**src/rtl/ft600_pkg.sv**
```systemverilog
// Shared constants and types for the FT600 receive framer: header and sideband
// field positions, beat geometry and the parser state encoding.
package ft600_pkg;

    localparam int DATA_WIDTH = 16;
    localparam int BEAT_WORDS = 8;
    localparam int LEN_WIDTH  = 12;
    localparam int BEAT_BITS  = DATA_WIDTH * BEAT_WORDS;
    localparam int SB_BITS    = 16;
    localparam int OUT_BITS   = SB_BITS + BEAT_BITS;

    localparam int HDR_TAG_MSB = 15;
    localparam int HDR_TAG_LSB = 12;
    localparam int HDR_LEN_MSB = 11;
    localparam int HDR_LEN_LSB = 0;

    localparam int SB_TAG_LSB   = 12;
    localparam int SB_FIRST     = 11;
    localparam int SB_LAST      = 10;
    localparam int SB_COUNT_LSB = 0;

    typedef enum logic {
        HDR,
        BODY
    } state_t;

    // Bits [9:4] of the sideband are reserved and always zero.
    function automatic logic [SB_BITS-1:0] make_sideband(
        input logic [3:0] tag,
        input logic       first,
        input logic       last,
        input logic [3:0] count
    );
        logic [SB_BITS-1:0] sb;
        sb                     = '0;
        sb[SB_TAG_LSB +: 4]    = tag;
        sb[SB_FIRST]           = first;
        sb[SB_LAST]            = last;
        sb[SB_COUNT_LSB +: 4]  = count;
        return sb;
    endfunction

endpackage

```
**src/rtl/ft600_rx_framer_if.sv**
```systemverilog
// Enqueue-style handshake channel: the master raises enq__ENA with enq_v only
// while the slave reports enq__RDY.
interface ft600_rx_framer_if #(
    parameter int WIDTH = 16
);
    logic             enq__ENA;
    logic [WIDTH-1:0] enq_v;
    logic             enq__RDY;

    modport master (output enq__ENA, output enq_v, input enq__RDY);
    modport slave  (input enq__ENA, input enq_v, output enq__RDY);
endinterface

```
**src/rtl/ft600_beat_reg.sv**
```systemverilog
// Single-entry valid/data holding register; a load may coincide with a drain,
// in which case the new entry replaces the departing one.
module ft600_beat_reg #(
    parameter int WIDTH = 144
) (
    input  logic             clk,
    input  logic             rst,
    input  logic             load,
    input  logic [WIDTH-1:0] load_data,
    input  logic             drain,
    output logic             valid,
    output logic [WIDTH-1:0] data,
    output logic             free
);

    assign free = !valid || drain;

    always_ff @(posedge clk) begin
        if (rst) begin
            valid <= 1'b0;
            data  <= '0;
        end else if (load) begin
            valid <= 1'b1;
            data  <= load_data;
        end else if (drain) begin
            valid <= 1'b0;
        end
    end

endmodule

```
**src/rtl/ft600_rx_framer.sv**
```systemverilog
// Parses length-prefixed frames of 16-bit FT600 words and packs the payload
// into 128-bit beats with a 16-bit sideband for a downstream enqueue port.
module ft600_rx_framer
    import ft600_pkg::*;
#(
    parameter int dataWidth = DATA_WIDTH,
    parameter int beatWords = BEAT_WORDS,
    parameter int lenWidth  = LEN_WIDTH
) (
    input  logic                CLK,
    input  logic                RST,
    ft600_rx_framer_if.slave    in,
    ft600_rx_framer_if.master   out,
    output logic [15:0]         frameCount
);

    localparam int widxBits = $clog2(beatWords);

    state_t                 state_q;
    state_t                 state_next;
    logic [widxBits-1:0]    widx_q;
    logic [lenWidth-1:0]    remaining_q;
    logic [3:0]             tag_q;
    logic                   first_q;
    logic                   asm_full_q;
    logic [BEAT_BITS-1:0]   asm_data_q;
    logic [SB_BITS-1:0]     asm_sb_q;
    logic [15:0]            frame_count_q;

    logic                   accept;
    logic                   beat_done;
    logic                   word_last;
    logic [BEAT_BITS-1:0]   beat_data;
    logic [SB_BITS-1:0]     beat_sb;
    logic [lenWidth-1:0]    hdr_len;
    logic [3:0]             hdr_tag;

    logic                   out_valid;
    logic [OUT_BITS-1:0]    out_data;
    logic                   out_free;
    logic                   out_drain;
    logic                   out_load;
    logic [OUT_BITS-1:0]    out_load_data;

    assign hdr_len = in.enq_v[HDR_LEN_MSB:HDR_LEN_LSB];
    assign hdr_tag = in.enq_v[HDR_TAG_MSB:HDR_TAG_LSB];

    assign in.enq__RDY = !RST && !asm_full_q;
    assign accept      = in.enq__ENA && in.enq__RDY;

    always_ff @(posedge CLK) begin
        if (RST) begin
            state_q <= HDR;
        end else begin
            state_q <= state_next;
        end
    end

    always_comb begin
        state_next = state_q;
        if (accept) begin
            if (state_q == HDR) begin
                if (hdr_len != '0) begin
                    state_next = BODY;
                end
            end else if (remaining_q == lenWidth'(1)) begin
                state_next = HDR;
            end
        end
    end

    // A beat completes on the accepting cycle itself, so it can bypass the
    // assembly register straight into the output stage when that is free.
    always_comb begin
        beat_data = asm_data_q;
        beat_sb   = '0;
        beat_done = 1'b0;
        word_last = 1'b0;
        if (accept) begin
            if (state_q == HDR) begin
                if (hdr_len == '0) begin
                    beat_done = 1'b1;
                    beat_data = '0;
                    beat_sb   = make_sideband(hdr_tag, 1'b1, 1'b1, 4'd0);
                end
            end else begin
                beat_data[widx_q*dataWidth +: dataWidth] = in.enq_v;
                word_last = (remaining_q == lenWidth'(1));
                if (widx_q == widxBits'(beatWords - 1) || word_last) begin
                    beat_done = 1'b1;
                    beat_sb   = make_sideband(tag_q, first_q, word_last,
                                              4'(widx_q) + 4'd1);
                end
            end
        end
    end

    always_ff @(posedge CLK) begin
        if (RST) begin
            widx_q      <= '0;
            remaining_q <= '0;
            tag_q       <= '0;
            first_q     <= 1'b0;
            asm_full_q  <= 1'b0;
            asm_data_q  <= '0;
            asm_sb_q    <= '0;
        end else begin
            if (accept) begin
                if (state_q == HDR) begin
                    tag_q       <= hdr_tag;
                    remaining_q <= hdr_len;
                    widx_q      <= '0;
                    first_q     <= 1'b1;
                end else begin
                    remaining_q <= remaining_q - lenWidth'(1);
                    if (beat_done) begin
                        widx_q  <= '0;
                        first_q <= 1'b0;
                    end else begin
                        widx_q  <= widx_q + widxBits'(1);
                    end
                end
            end
            // Unused words of a short beat must read as zero, so the
            // assembly buffer is cleared whenever a beat leaves it.
            if (beat_done) begin
                if (out_free) begin
                    asm_data_q <= '0;
                end else begin
                    asm_data_q <= beat_data;
                    asm_sb_q   <= beat_sb;
                    asm_full_q <= 1'b1;
                end
            end else if (asm_full_q && out_free) begin
                asm_full_q <= 1'b0;
                asm_data_q <= '0;
            end else if (accept) begin
                asm_data_q <= beat_data;
            end
        end
    end

    assign out_drain     = out_valid && out.enq__RDY && !RST;
    assign out_load      = (beat_done || asm_full_q) && out_free;
    assign out_load_data = asm_full_q ? {asm_sb_q, asm_data_q} : {beat_sb, beat_data};

    ft600_beat_reg #(
        .WIDTH (OUT_BITS)
    ) u_out_reg (
        .clk       (CLK),
        .rst       (RST),
        .load      (out_load),
        .load_data (out_load_data),
        .drain     (out_drain),
        .valid     (out_valid),
        .data      (out_data),
        .free      (out_free)
    );

    assign out.enq__ENA = out_drain;
    assign out.enq_v    = out_data;

    always_ff @(posedge CLK) begin
        if (RST) begin
            frame_count_q <= '0;
        end else if (out_drain && out_data[BEAT_BITS + SB_LAST]) begin
            frame_count_q <= frame_count_q + 16'd1;
        end
    end

    assign frameCount = frame_count_q;

endmodule

```
**src/flat_wrapper.sv**
```systemverilog
// flat-port wrapper written by rule: the top's interface ports become plain ports
module ft600_rx_framer_flat import ft600_pkg::*;
#(
    parameter int dataWidth = DATA_WIDTH,
    parameter int beatWords = BEAT_WORDS,
    parameter int lenWidth  = LEN_WIDTH
)
  (CLK, RST, frameCount, in_enq__ENA, in_enq_v, in_enq__RDY, out_enq__ENA, out_enq_v, out_enq__RDY);
  ft600_rx_framer_if #(.WIDTH(16)) in_i ();
  ft600_rx_framer_if #(.WIDTH(OUT_BITS)) out_i ();
  input  logic CLK;
  input  logic RST;
  output logic [15:0] frameCount;
  input wire logic [$bits(in_i.enq__ENA)-1:0] in_enq__ENA;
  input wire logic [$bits(in_i.enq_v)-1:0] in_enq_v;
  output wire logic [$bits(in_i.enq__RDY)-1:0] in_enq__RDY;
  output wire logic [$bits(out_i.enq__ENA)-1:0] out_enq__ENA;
  output wire logic [$bits(out_i.enq_v)-1:0] out_enq_v;
  input wire logic [$bits(out_i.enq__RDY)-1:0] out_enq__RDY;
  assign in_i.enq__ENA = in_enq__ENA;
  assign in_i.enq_v = in_enq_v;
  assign in_enq__RDY = in_i.enq__RDY;
  assign out_enq__ENA = out_i.enq__ENA;
  assign out_enq_v = out_i.enq_v;
  assign out_i.enq__RDY = out_enq__RDY;
  ft600_rx_framer #(.dataWidth(dataWidth), .beatWords(beatWords), .lenWidth(lenWidth)) u_core (.CLK(CLK), .RST(RST), .in(in_i), .out(out_i), .frameCount(frameCount));
endmodule
```
**config.mk**
```make
export PLATFORM = sky130hd
export DESIGN_NAME = ft600_rx_framer_flat
export DESIGN_NICKNAME = d
export VERILOG_FILES = /design/src/rtl/ft600_pkg.sv /design/src/rtl/ft600_rx_framer_if.sv /design/src/rtl/ft600_beat_reg.sv /design/src/rtl/ft600_rx_framer.sv /design/src/flat_wrapper.sv
export SDC_FILE = /design/constraint.sdc
export NUM_CORES = 1
export LEC_CHECK = 0
export ABC_AREA = 1
export CORE_MARGIN = 4
export CORE_UTILIZATION = 25
export DETAILED_ROUTE_END_ITERATION = 10
export PLACE_DENSITY_LB_ADDON = 0.2
export SLEW_MARGIN = 10
export SYNTH_ARGS = -nofsm -noshare
export SYNTH_HDL_FRONTEND = slang
export SYNTH_SLANG_ARGS = --single-unit
```
**constraint.sdc**
```tcl
create_clock -name CLK -period 2.35 [get_ports CLK]
set_input_delay 0.235 -clock CLK [delete_from_list [all_inputs] [get_ports CLK]]
set_output_delay 0.235 -clock CLK [all_outputs]
set_load 0.03 [all_outputs]
```
### Wires at chosen ports, followed through buffers

Bar = 100 um.
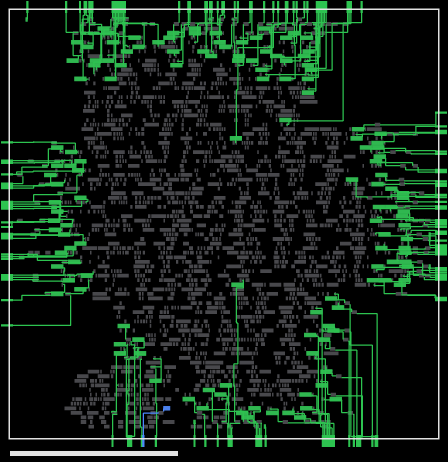
Key: out_enq_v = green [bits 144, direction output, edge 51 top, 36 right, 33 bottom, 24 left, end cells 144, buffers 138, wire 5,930 um]; in_enq__ENA = blue [bits 1, direction input, edge bottom, end cells 1, buffers 1, wire 25.2 um]

### PDN straps and rails

Bar = 100 um. Pins as bars on the die edge.
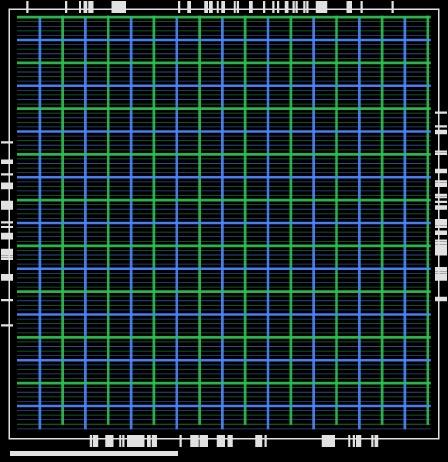
Key: VDD = green; VSS = blue
18 straps on met5. 91 met1 rails follow the rows. 182 signal pins sit on the boundary. The core has 90 rows.

==> cell families after synthesis <==
group / count (synthesis)
compound gates: 498
xor+xnor: 5
fa+ha+maj: 8
buf+inv: 308
flops: 315
other cells: 1
simple gates: 1141
==> cell usage in the layout (no fill, tap or decap), types with 6 or more instances in the layout <==
cell and count:
o211ai_1 14, buf_12 34, clkbuf_8 11, clkbuf_16 39, o21ai_1 48, nand3_1 234, nor3_1 8, inv_2 7
o22ai_1 6, nand2_2 6, nor2_4 7, inv_1 122, nor2_2 10, ha_1 6, nor2_1 110, nand2_1 728
buf_4 95, clkdlybuf4s50_1 173, nand4_1 20, o21ai_2 7, clkinv_2 6, o21ai_0 79, a21oi_1 329, conb_1 6
dfxtp_1 314
==> cell type report <==
| cell class | instances | area, um2 |
|---|---|---|
| clock inverter | 12 | 166 |
| sequential | 315 | 6310 |
| tap | 782 | 978 |
| fill | 6438 | 40400 |
| clock buffer | 53 | 1130 |
| multi-input combinational | 1658 | 7630 |
| inverter | 133 | 509 |
| timing repair buffer | 306 | 3170 |
==> flip-flops by register name (all words and copies together) (netlist names) <==
signal and cells:
u_core.u_out_reg.data 138, u_core.asm_data_q 128, u_core.frameCount 16, u_core.remaining_q 12
u_core.asm_sb_q 10, u_core.tag_q 4, u_core.widx_q 3, u_core.asm_full_q 1
u_core.first_q 1, u_core.state_q 1, u_core.u_out_reg.valid 1
==> metal layers <==
metal,global-route usage,up-vias
met5,0,-
met4,0.0502,0
met3,0.0302,80
met2,0.275,439
met1,0.231,7349
li1,-,7789
==> worst reg2reg max path, stage by stage (launching register included) <==
cell and delay [ps]:
dfxtp_2 380, inv_4 40, ha_1 230, ha_4 190, inv_1 70, nand4_1 200
nor2_1 240, buf_12 200, nor2_1 60, nor2_1 80, nand2_1 70, nand2_1 140
nand3_1 100, a21oi_1 150
==> power by group <==
part / internal, mW / switching (mW)
Combinational: 0.356 / 0.795
Clock: 3.78 / 2.39
Sequential: 5.38 / 0.0325
==> timing repair <==
action / in CTS / in global routing
buffers inserted: 0 / 0
gates cloned: 0 / 0
pin swaps: 0 / 2
hold endpoints to repair: 5 / 0
setup endpoints to repair: 15 / 106
hold buffers: 1 / 0
resized: 3 / 45
==> worst paths after layout <==
| kind | from | endpoint | slack, ps |
|---|---|---|---|
| max | u_core.widx_q[0]$_SDFFE_PP0P_ | u_core.asm_data_q[35]$_SDFFE_PP0P_ | 110 |
| min | in_enq_v[15] | u_core.tag_q[3]$_SDFFE_PP0P_ | 300 |
| max reg2reg | u_core.widx_q[0]$_SDFFE_PP0P_ | u_core.asm_data_q[35]$_SDFFE_PP0P_ | 110 |
| min reg2reg | u_core.asm_sb_q[15]$_SDFFE_PP0P_ | u_core.asm_sb_q[15]$_SDFFE_PP0P_ | 450 |
==> stage by stage <==
step	power (mW)	std cells	util	hold WS (ps)	setup TNS, ps
finish	12.7	3259	0.330	298	0
global route	13.2	3259	0.330	290	-14.9
CTS	12.9	3259	0.328	271	0
detailed placement	6.67	3193	0.307	443	-14770
global placement	6.66	3193	0.307	435	-19300
floorplan	6.19	2281	-	376	0
==> reports/qor.yml <==
critical_path:
  required_ps: 2810
  crit_cells: 13
  critPathTopFamily: "simple AND/OR/NAND/NOR gates"
  crit_arrival_ps: 2700
  path_class: "flip-flop to flip-flop"
  critPathBufInv: 3
  critical_path.endpoint_type: "flip-flop"
  crit_top_cell: "nor2_1"
  critPathMaxStageDelay_ps: 380
  ff2ff_path_depth: 13
  crit_chain: "inv_4, ha_1, ha_4, inv_1, nand4_1, nor2_1, buf_12, nor2_1, nor2_1, nand2_1, nand2_1, nand3_1, a21oi_1"
  cp-start-kind: "flip-flop"
  crit_slowest_cell: "dfxtp_2"
  cp_max_fo: 22
placement:
  finalWeightedCongestion: 0.861
  place_area_mm2: 0.0185
  pre_cts_slack_ps: -194
  hpwl_um: 39800
  io_buffer_count: 175
final_timing:
  tightestPinTransition_ps: 1350
  relSlewSlack: 0.0999
  min_period_ps: 2240
  max_clock_freq_mhz: 446
  fin_ws_ps: 106
  setup_violations: 0
  final_max_slew_viol_count: 0
  min_period_over_period: 0.955
  rsz0062_at_grt: "yes"
  skew_ps: 17.7
  finalHoldViolCount: 0
routing:
  met3_length_um: 3340
  dr.pass1.iters: 5
  postRouteAntennaNets: 0
  wl_met2_um: 26300
  drt_iter0_drc: 1430
  viasPerCell: 4.80
  m1WireLength_um: 25700
  top_layer_used: "met4"
  wl_um: 57000
  vias: 15657
  routedWlPerCell_um: 17.5
  drc: 0
floorplanning:
  fp.dieArea_mm2: 0.0648
  fp.dieH_um: 254
  coreArea_mm2: 0.0602
  die_width_um: 254
  rows: 90
  fp_util: 0.252
  pin_count: 182
cts:
  cts_inserted_buffers: 38
  clk_latency_ps: 550
  cts.path.max_buffers: 3
  cts_root_buffer: "clkbuf_16"
  cts_tree: "done"
  cts.sinks: 315
  htreeDepth: 2
  path_clk_slew_ps: 60
outcome:
  status: "finished clean"
min_path:
  worstHoldPathCells: 3
  min_path_type: "input port to flip-flop"
global_routing:
  track_usage: 0.169
  grt_pass1_vias: 14482
  antenna_found_initial: 0
  gr-total-overflow: 0
  grt_max_degree: 203
  grt_pass1_wl_um: 86700
final_layout:
  syn2layout_area_growth_pct: 31.0
  drive_above_1_share: 0.103
  stdcell_area_mm2: 0.0199
  fin_nets: 2480
  antennaDiodeCount: 0
yosys:
  ys_types: 39
  syn-cell-area_mm2: 0.0152
  simple_gate_area_frac: 0.314
  yosys-top-cells-count: "nand2_1 (731), a21oi_1 (331), dfxtp_1 (315)"
  synth-compound-area-share: 0.169
  top_area_frac: 0.415
  ys_seq_frac: 0.415
  synth.area.mux_share: 0
  top_logic_kind: "simple AND/OR/NAND/NOR gates"
  ys_sh_adder: 0.00659
  syn_inst: 2276
  ys_ff: 315
  ys.flop_type: "dfxtp_1"
  synth_area_per_cell_um2: 6.67
  ys_async_sr_fraction: 0
  xor_share: 0.00288
  synthTopCellsByArea: "dfxtp_1 (42%), nand2_1 (18%), a21oi_1 (11%), nand3_1 (7.8%), o21ai_0 (3.1%)"
  yosys_cells: 2276
  most_common_cell: "nand2_1"
  ys_area_mm2: 0.0152
  ys_warn_count: 0
  edf_count: 0
  synth.largest_area_cell: "dfxtp_1"
power_and_ir_drop:
  cellLeakagePower_nw: 7.20
  powerDensity_mw_per_mm2: 640
  ir_drop_uv: 427
job:
  openroad.warnings: 32
  max_cap_violations: 0
No activity file was given, so power comes from the tool's default toggle rates.
